File: config.mk
export PLATFORM = sky130hd
export DESIGN_NAME = pixel_op_sequencer
export DESIGN_NICKNAME = d
export VERILOG_FILES = /design/src/rtl/pix_op_pkg.sv /design/src/rtl/pix_skid_fifo.sv /design/src/rtl/pixel_op_sequencer.sv
export SDC_FILE = /design/constraint.sdc
export NUM_CORES = 1
export LEC_CHECK = 0
export CAP_MARGIN = 20
export CORE_MARGIN = 4
export CORE_UTILIZATION = 54
export CTS_CLUSTER_DIAMETER = 200
export CTS_CLUSTER_SIZE = 14
export DETAILED_ROUTE_END_ITERATION = 8
export HOLD_SLACK_MARGIN = 0.12
export PLACE_DENSITY = 0.86
export SLEW_MARGIN = 10
export SYNTH_ARGS = -nofsm -noshare
export SYNTH_HDL_FRONTEND = slang
export SYNTH_SLANG_ARGS = --single-unit
export TNS_END_PERCENT = 30
File: constraint.sdc
create_clock -name clk -period 5.8 [get_ports clk]
set_clock_uncertainty 0.1 [all_clocks]
set_input_delay 0.58 -clock clk [delete_from_list [all_inputs] [get_ports clk]]
set_output_delay 0.58 -clock clk [all_outputs]
set_load 0.05 [all_outputs]
File: src/rtl/pix_op_pkg.sv
// ---------------------------------------------------------------------------
// pix_op_pkg
// Shared definitions for the pixel point-operation frame sequencer:
//   PIX_W / ADDR_W  default pixel and address/count widths
//   OP_*            datapath operation select codes
//   seq_state_t     frame sequencer FSM states
// ---------------------------------------------------------------------------
package pix_op_pkg;

    localparam int unsigned PIX_W  = 8;
    localparam int unsigned ADDR_W = 17;

    localparam logic [1:0] OP_BRIGHT_UP = 2'b00;
    localparam logic [1:0] OP_BRIGHT_DN = 2'b01;
    localparam logic [1:0] OP_THRESH    = 2'b10;
    localparam logic [1:0] OP_INVERT    = 2'b11;

    typedef enum logic [1:0] {
        ST_IDLE = 2'd0,
        ST_RUN  = 2'd1,
        ST_DONE = 2'd2
    } seq_state_t;

endpackage

File: src/rtl/pix_skid_fifo.sv
// ---------------------------------------------------------------------------
// pix_skid_fifo
// Two-entry pixel FIFO absorbing RAM read data while the output sink stalls.
// A push into an empty FIFO is visible on o_head in the same cycle, so the
// read data can flow straight through to the datapath at full rate.
// Ports:
//   clk, rst_n     clock, asynchronous active-low reset
//   i_push         write i_push_data this cycle
//   i_push_data    pixel to store
//   i_pop          consume o_head this cycle
//   o_count        stored entries (0..2, excludes a same-cycle push)
//   o_nonempty     o_head is valid (stored entry or same-cycle push)
//   o_head         oldest valid pixel, 0 when nothing is valid
// ---------------------------------------------------------------------------
module pix_skid_fifo
    import pix_op_pkg::*;
#(
    parameter int unsigned W = PIX_W
) (
    input  logic         clk,
    input  logic         rst_n,
    input  logic         i_push,
    input  logic [W-1:0] i_push_data,
    input  logic         i_pop,
    output logic [1:0]   o_count,
    output logic         o_nonempty,
    output logic [W-1:0] o_head
);

    logic [W-1:0] r_mem [2];
    logic         r_wr_ptr;
    logic         r_rd_ptr;
    logic [1:0]   r_count;

    logic w_bypass;
    logic w_store;
    logic w_take;

    // Push and pop of an empty FIFO pass the pixel straight through.
    assign w_bypass = i_push && i_pop && (r_count == 2'd0);
    assign w_store  = i_push && !w_bypass;
    assign w_take   = i_pop  && !w_bypass;

    always_ff @(posedge clk or negedge rst_n) begin
        if (!rst_n) begin
            for (int unsigned i = 0; i < 2; i++) begin
                r_mem[i] <= '0;
            end
            r_wr_ptr <= 1'b0;
            r_rd_ptr <= 1'b0;
            r_count  <= 2'd0;
        end else begin
            if (w_store) begin
                r_mem[r_wr_ptr] <= i_push_data;
                r_wr_ptr        <= ~r_wr_ptr;
            end
            if (w_take) begin
                r_rd_ptr <= ~r_rd_ptr;
            end
            case ({w_store, w_take})
                2'b10:   r_count <= r_count + 2'd1;
                2'b01:   r_count <= r_count - 2'd1;
                default: r_count <= r_count;
            endcase
        end
    end

    assign o_count    = r_count;
    assign o_nonempty = (r_count != 2'd0) || i_push;
    assign o_head     = (r_count != 2'd0) ? r_mem[r_rd_ptr] :
                        (i_push ? i_push_data : '0);

    a_no_overflow : assert property (@(posedge clk) disable iff (!rst_n)
        !(w_store && !w_take && (r_count == 2'd2)));

    a_no_underflow : assert property (@(posedge clk) disable iff (!rst_n)
        !(i_pop && !o_nonempty));

endmodule

File: src/rtl/pixel_op_sequencer.sv
// ---------------------------------------------------------------------------
// pixel_op_sequencer
// Frame controller for the combinational pixel point-operation datapath.
// On an accepted start it latches the configuration, streams cfg_len pixels
// from the input RAM through the datapath into the output sink at one pixel
// per clock, and honours sink backpressure without loss or duplication.
// Ports:
//   clk, rst_n                    clock, asynchronous active-low reset
//   start                         frame start request (IDLE only)
//   cfg_select/value/threshold    datapath configuration, latched at start
//   cfg_len                       pixels in the frame, latched at start
//   busy, done                    frame running / one-cycle completion pulse
//   rd_en, rd_addr, rd_data       input RAM port (1-cycle read latency)
//   dp_select/value/threshold     held datapath configuration
//   dp_inbyte, dp_outbyte         datapath pixel in / combinational result
//   wr_en, wr_addr, wr_data       output sink; write completes on wr_ready
//   wr_ready                      sink ready
// ---------------------------------------------------------------------------
module pixel_op_sequencer
    import pix_op_pkg::*;
#(
    parameter int unsigned ADDR_W = pix_op_pkg::ADDR_W,
    parameter int unsigned PIX_W  = pix_op_pkg::PIX_W
) (
    input  logic              clk,
    input  logic              rst_n,
    input  logic              start,
    input  logic [1:0]        cfg_select,
    input  logic [PIX_W-1:0]  cfg_value,
    input  logic [PIX_W-1:0]  cfg_threshold,
    input  logic [ADDR_W-1:0] cfg_len,
    output logic              busy,
    output logic              done,
    output logic              rd_en,
    output logic [ADDR_W-1:0] rd_addr,
    input  logic [PIX_W-1:0]  rd_data,
    output logic [1:0]        dp_select,
    output logic [PIX_W-1:0]  dp_value,
    output logic [PIX_W-1:0]  dp_threshold,
    output logic [PIX_W-1:0]  dp_inbyte,
    input  logic [PIX_W-1:0]  dp_outbyte,
    output logic              wr_en,
    output logic [ADDR_W-1:0] wr_addr,
    output logic [PIX_W-1:0]  wr_data,
    input  logic              wr_ready
);

    localparam logic [ADDR_W-1:0] CNT_ONE = {{(ADDR_W-1){1'b0}}, 1'b1};

    seq_state_t        r_state;
    seq_state_t        w_state_nxt;

    logic [1:0]        r_sel;
    logic [PIX_W-1:0]  r_value;
    logic [PIX_W-1:0]  r_thr;
    logic [ADDR_W-1:0] r_len;
    logic [ADDR_W-1:0] r_rd_cnt;
    logic [ADDR_W-1:0] r_wr_cnt;
    logic              r_rd_inflight;
    logic              r_wr_en;
    logic [PIX_W-1:0]  r_wr_data;

    logic              w_accept;
    logic              w_pop;
    logic              w_wr_done;
    logic              w_last_wr;
    logic              w_rd_en;
    logic [1:0]        w_fifo_count;
    logic              w_fifo_nonempty;
    logic [PIX_W-1:0]  w_fifo_head;
    logic [2:0]        w_occ;
    logic [2:0]        w_room;

    assign w_accept  = (r_state == ST_IDLE) && start;
    assign w_wr_done = r_wr_en && wr_ready;
    assign w_last_wr = w_wr_done && (r_wr_cnt == (r_len - CNT_ONE));
    assign w_pop     = w_fifo_nonempty && (!r_wr_en || wr_ready);

    // Stored + in-flight - leaving must stay <= 1 so the read issued now
    // still has a FIFO slot when its data returns next cycle.
    assign w_occ   = {1'b0, w_fifo_count} + {2'b00, r_rd_inflight};
    assign w_room  = 3'd1 + {2'b00, w_pop};
    assign w_rd_en = (r_state == ST_RUN) && (r_rd_cnt != r_len) && (w_occ <= w_room);

    pix_skid_fifo #(
        .W (PIX_W)
    ) u_fifo (
        .clk         (clk),
        .rst_n       (rst_n),
        .i_push      (r_rd_inflight),
        .i_push_data (rd_data),
        .i_pop       (w_pop),
        .o_count     (w_fifo_count),
        .o_nonempty  (w_fifo_nonempty),
        .o_head      (w_fifo_head)
    );

    always_ff @(posedge clk or negedge rst_n) begin
        if (!rst_n) begin
            r_state <= ST_IDLE;
        end else begin
            r_state <= w_state_nxt;
        end
    end

    always_comb begin
        w_state_nxt = r_state;
        busy        = 1'b0;
        done        = 1'b0;
        case (r_state)
            ST_IDLE: begin
                if (start) begin
                    w_state_nxt = (cfg_len == '0) ? ST_DONE : ST_RUN;
                end
            end
            ST_RUN: begin
                busy = 1'b1;
                if (w_last_wr) begin
                    w_state_nxt = ST_DONE;
                end
            end
            ST_DONE: begin
                done        = 1'b1;
                w_state_nxt = ST_IDLE;
            end
            default: w_state_nxt = ST_IDLE;
        endcase
    end

    always_ff @(posedge clk or negedge rst_n) begin
        if (!rst_n) begin
            r_sel         <= 2'b00;
            r_value       <= '0;
            r_thr         <= '0;
            r_len         <= '0;
            r_rd_cnt      <= '0;
            r_wr_cnt      <= '0;
            r_rd_inflight <= 1'b0;
            r_wr_en       <= 1'b0;
            r_wr_data     <= '0;
        end else begin
            if (w_accept) begin
                r_sel    <= cfg_select;
                r_value  <= cfg_value;
                r_thr    <= cfg_threshold;
                r_len    <= cfg_len;
                r_rd_cnt <= '0;
                r_wr_cnt <= '0;
            end else begin
                if (w_rd_en) begin
                    r_rd_cnt <= r_rd_cnt + CNT_ONE;
                end
                if (w_wr_done) begin
                    r_wr_cnt <= r_wr_cnt + CNT_ONE;
                end
            end

            r_rd_inflight <= w_rd_en;

            if (w_pop) begin
                r_wr_data <= dp_outbyte;
                r_wr_en   <= 1'b1;
            end else if (w_wr_done) begin
                r_wr_en <= 1'b0;
            end
        end
    end

    assign rd_en        = w_rd_en;
    assign rd_addr      = r_rd_cnt;
    assign dp_select    = r_sel;
    assign dp_value     = r_value;
    assign dp_threshold = r_thr;
    assign dp_inbyte    = w_fifo_head;
    assign wr_en        = r_wr_en;
    assign wr_addr      = r_wr_cnt;
    assign wr_data      = r_wr_data;

endmodule

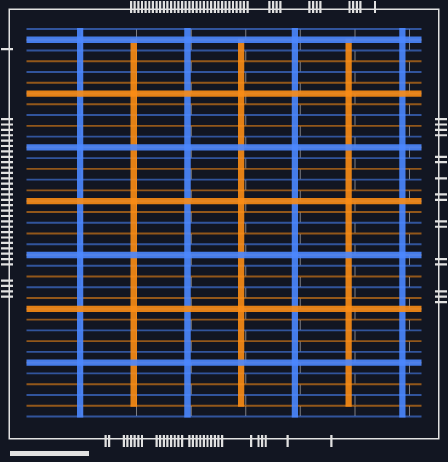
(supply network)
Bar = 20 um. Pins as bars on the die edge. Tap cells in grey.
Key: blue = VSS; orange = VDD
133 tap cells. 37 met1 rails follow the rows. The core has 36 rows. 7 straps on met4. 7 straps on met5.

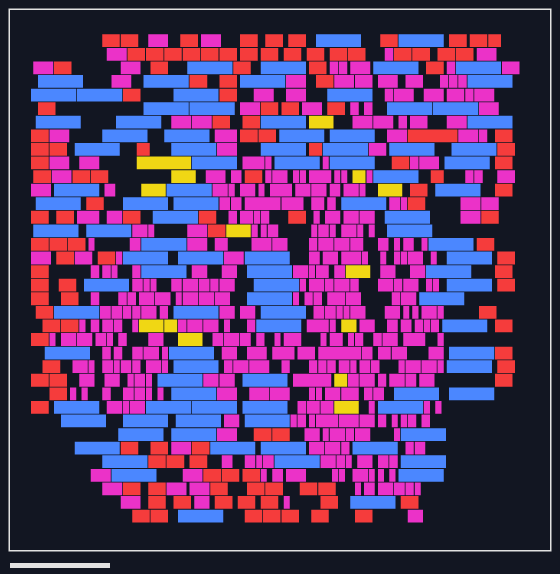
(cell classes on the final placement)
Bar = 20 um.
Key: blue = flops [cells 101]; red = other buffers and delay cells [cells 131]; magenta = combinational and other logic [cells 379]; yellow = clock drivers and dummy loads [cells 14]

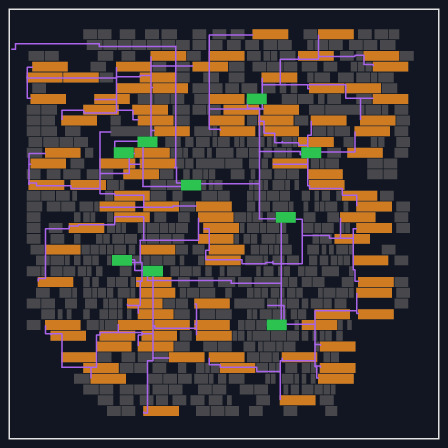
(clock network drawn from the DEF)
Key: green = clock drivers [count 9]; orange = flip-flops [count 101]; purple = clock wires [length 1100 um]
Position of the flops: spread over the die. There are 10 routed clock nets.
clock share of power: 0.116
Latency at later pin: 370 ps

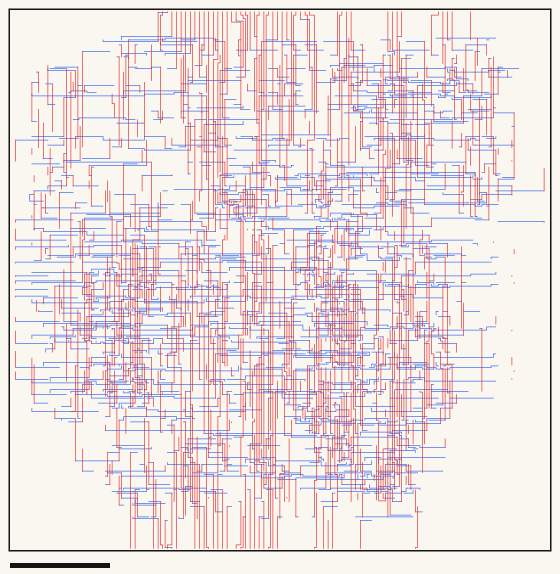
(metal layers overlaid)
Bar = 20 um. Two of the layers only.
Key: red = metal 2 [wire length 6560 um]; blue = metal 1 [wire length 5330 um]

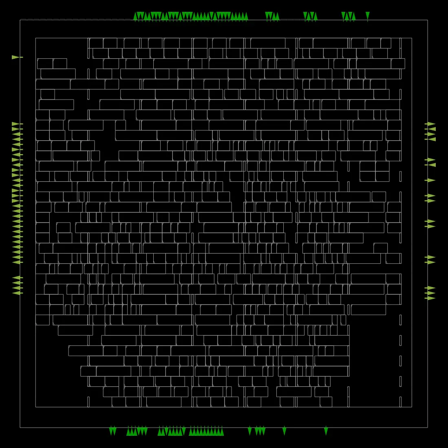
(cell placement)
Core Area: 9770 um2
Core Util, Final: 0.707
registers: 101

==> impl_metrics.csv <==
group,metric,value,unit
setup_path,crit_slowest_cell,"clkdlybuf4s50_1",
finish,nClkBuffers,9,
power_and_ir_drop,p_comb,0.00204,W
final_timing,clock.fmax,222,MHz
placed_design,pre_cts_ws,1340,ps
finish,final_layout_size_suffix_gt1_frac,0.134,
detailed_routing,dr.pass1.iters,4,
synth,syn_inst,506,
cts,cts-root-buf,"clkbuf_8",
setup_path,critPathKind,"in2out",
synth,yosysWarnings,0,
final_timing,worstMarginPinSlew,960,ps
setup_path,critPathMostFrequentCell,"clkdlybuf4s50_1",
detailed_routing,drt-initial-drc-count,182,
synth,ys_top_cells_by_count,"dfrtp_1 (101), mux2_2 (57), nor2_1 (51)",
outcome,outcome,"completed",
global_route,grt.met3_usage,0.0376,
detailed_routing,route.vias.total,4205,
floorplan,tap_cells,133,
final_timing,fin_tns_setup,0,ps
Power is estimated from default activity; no workload was simulated.
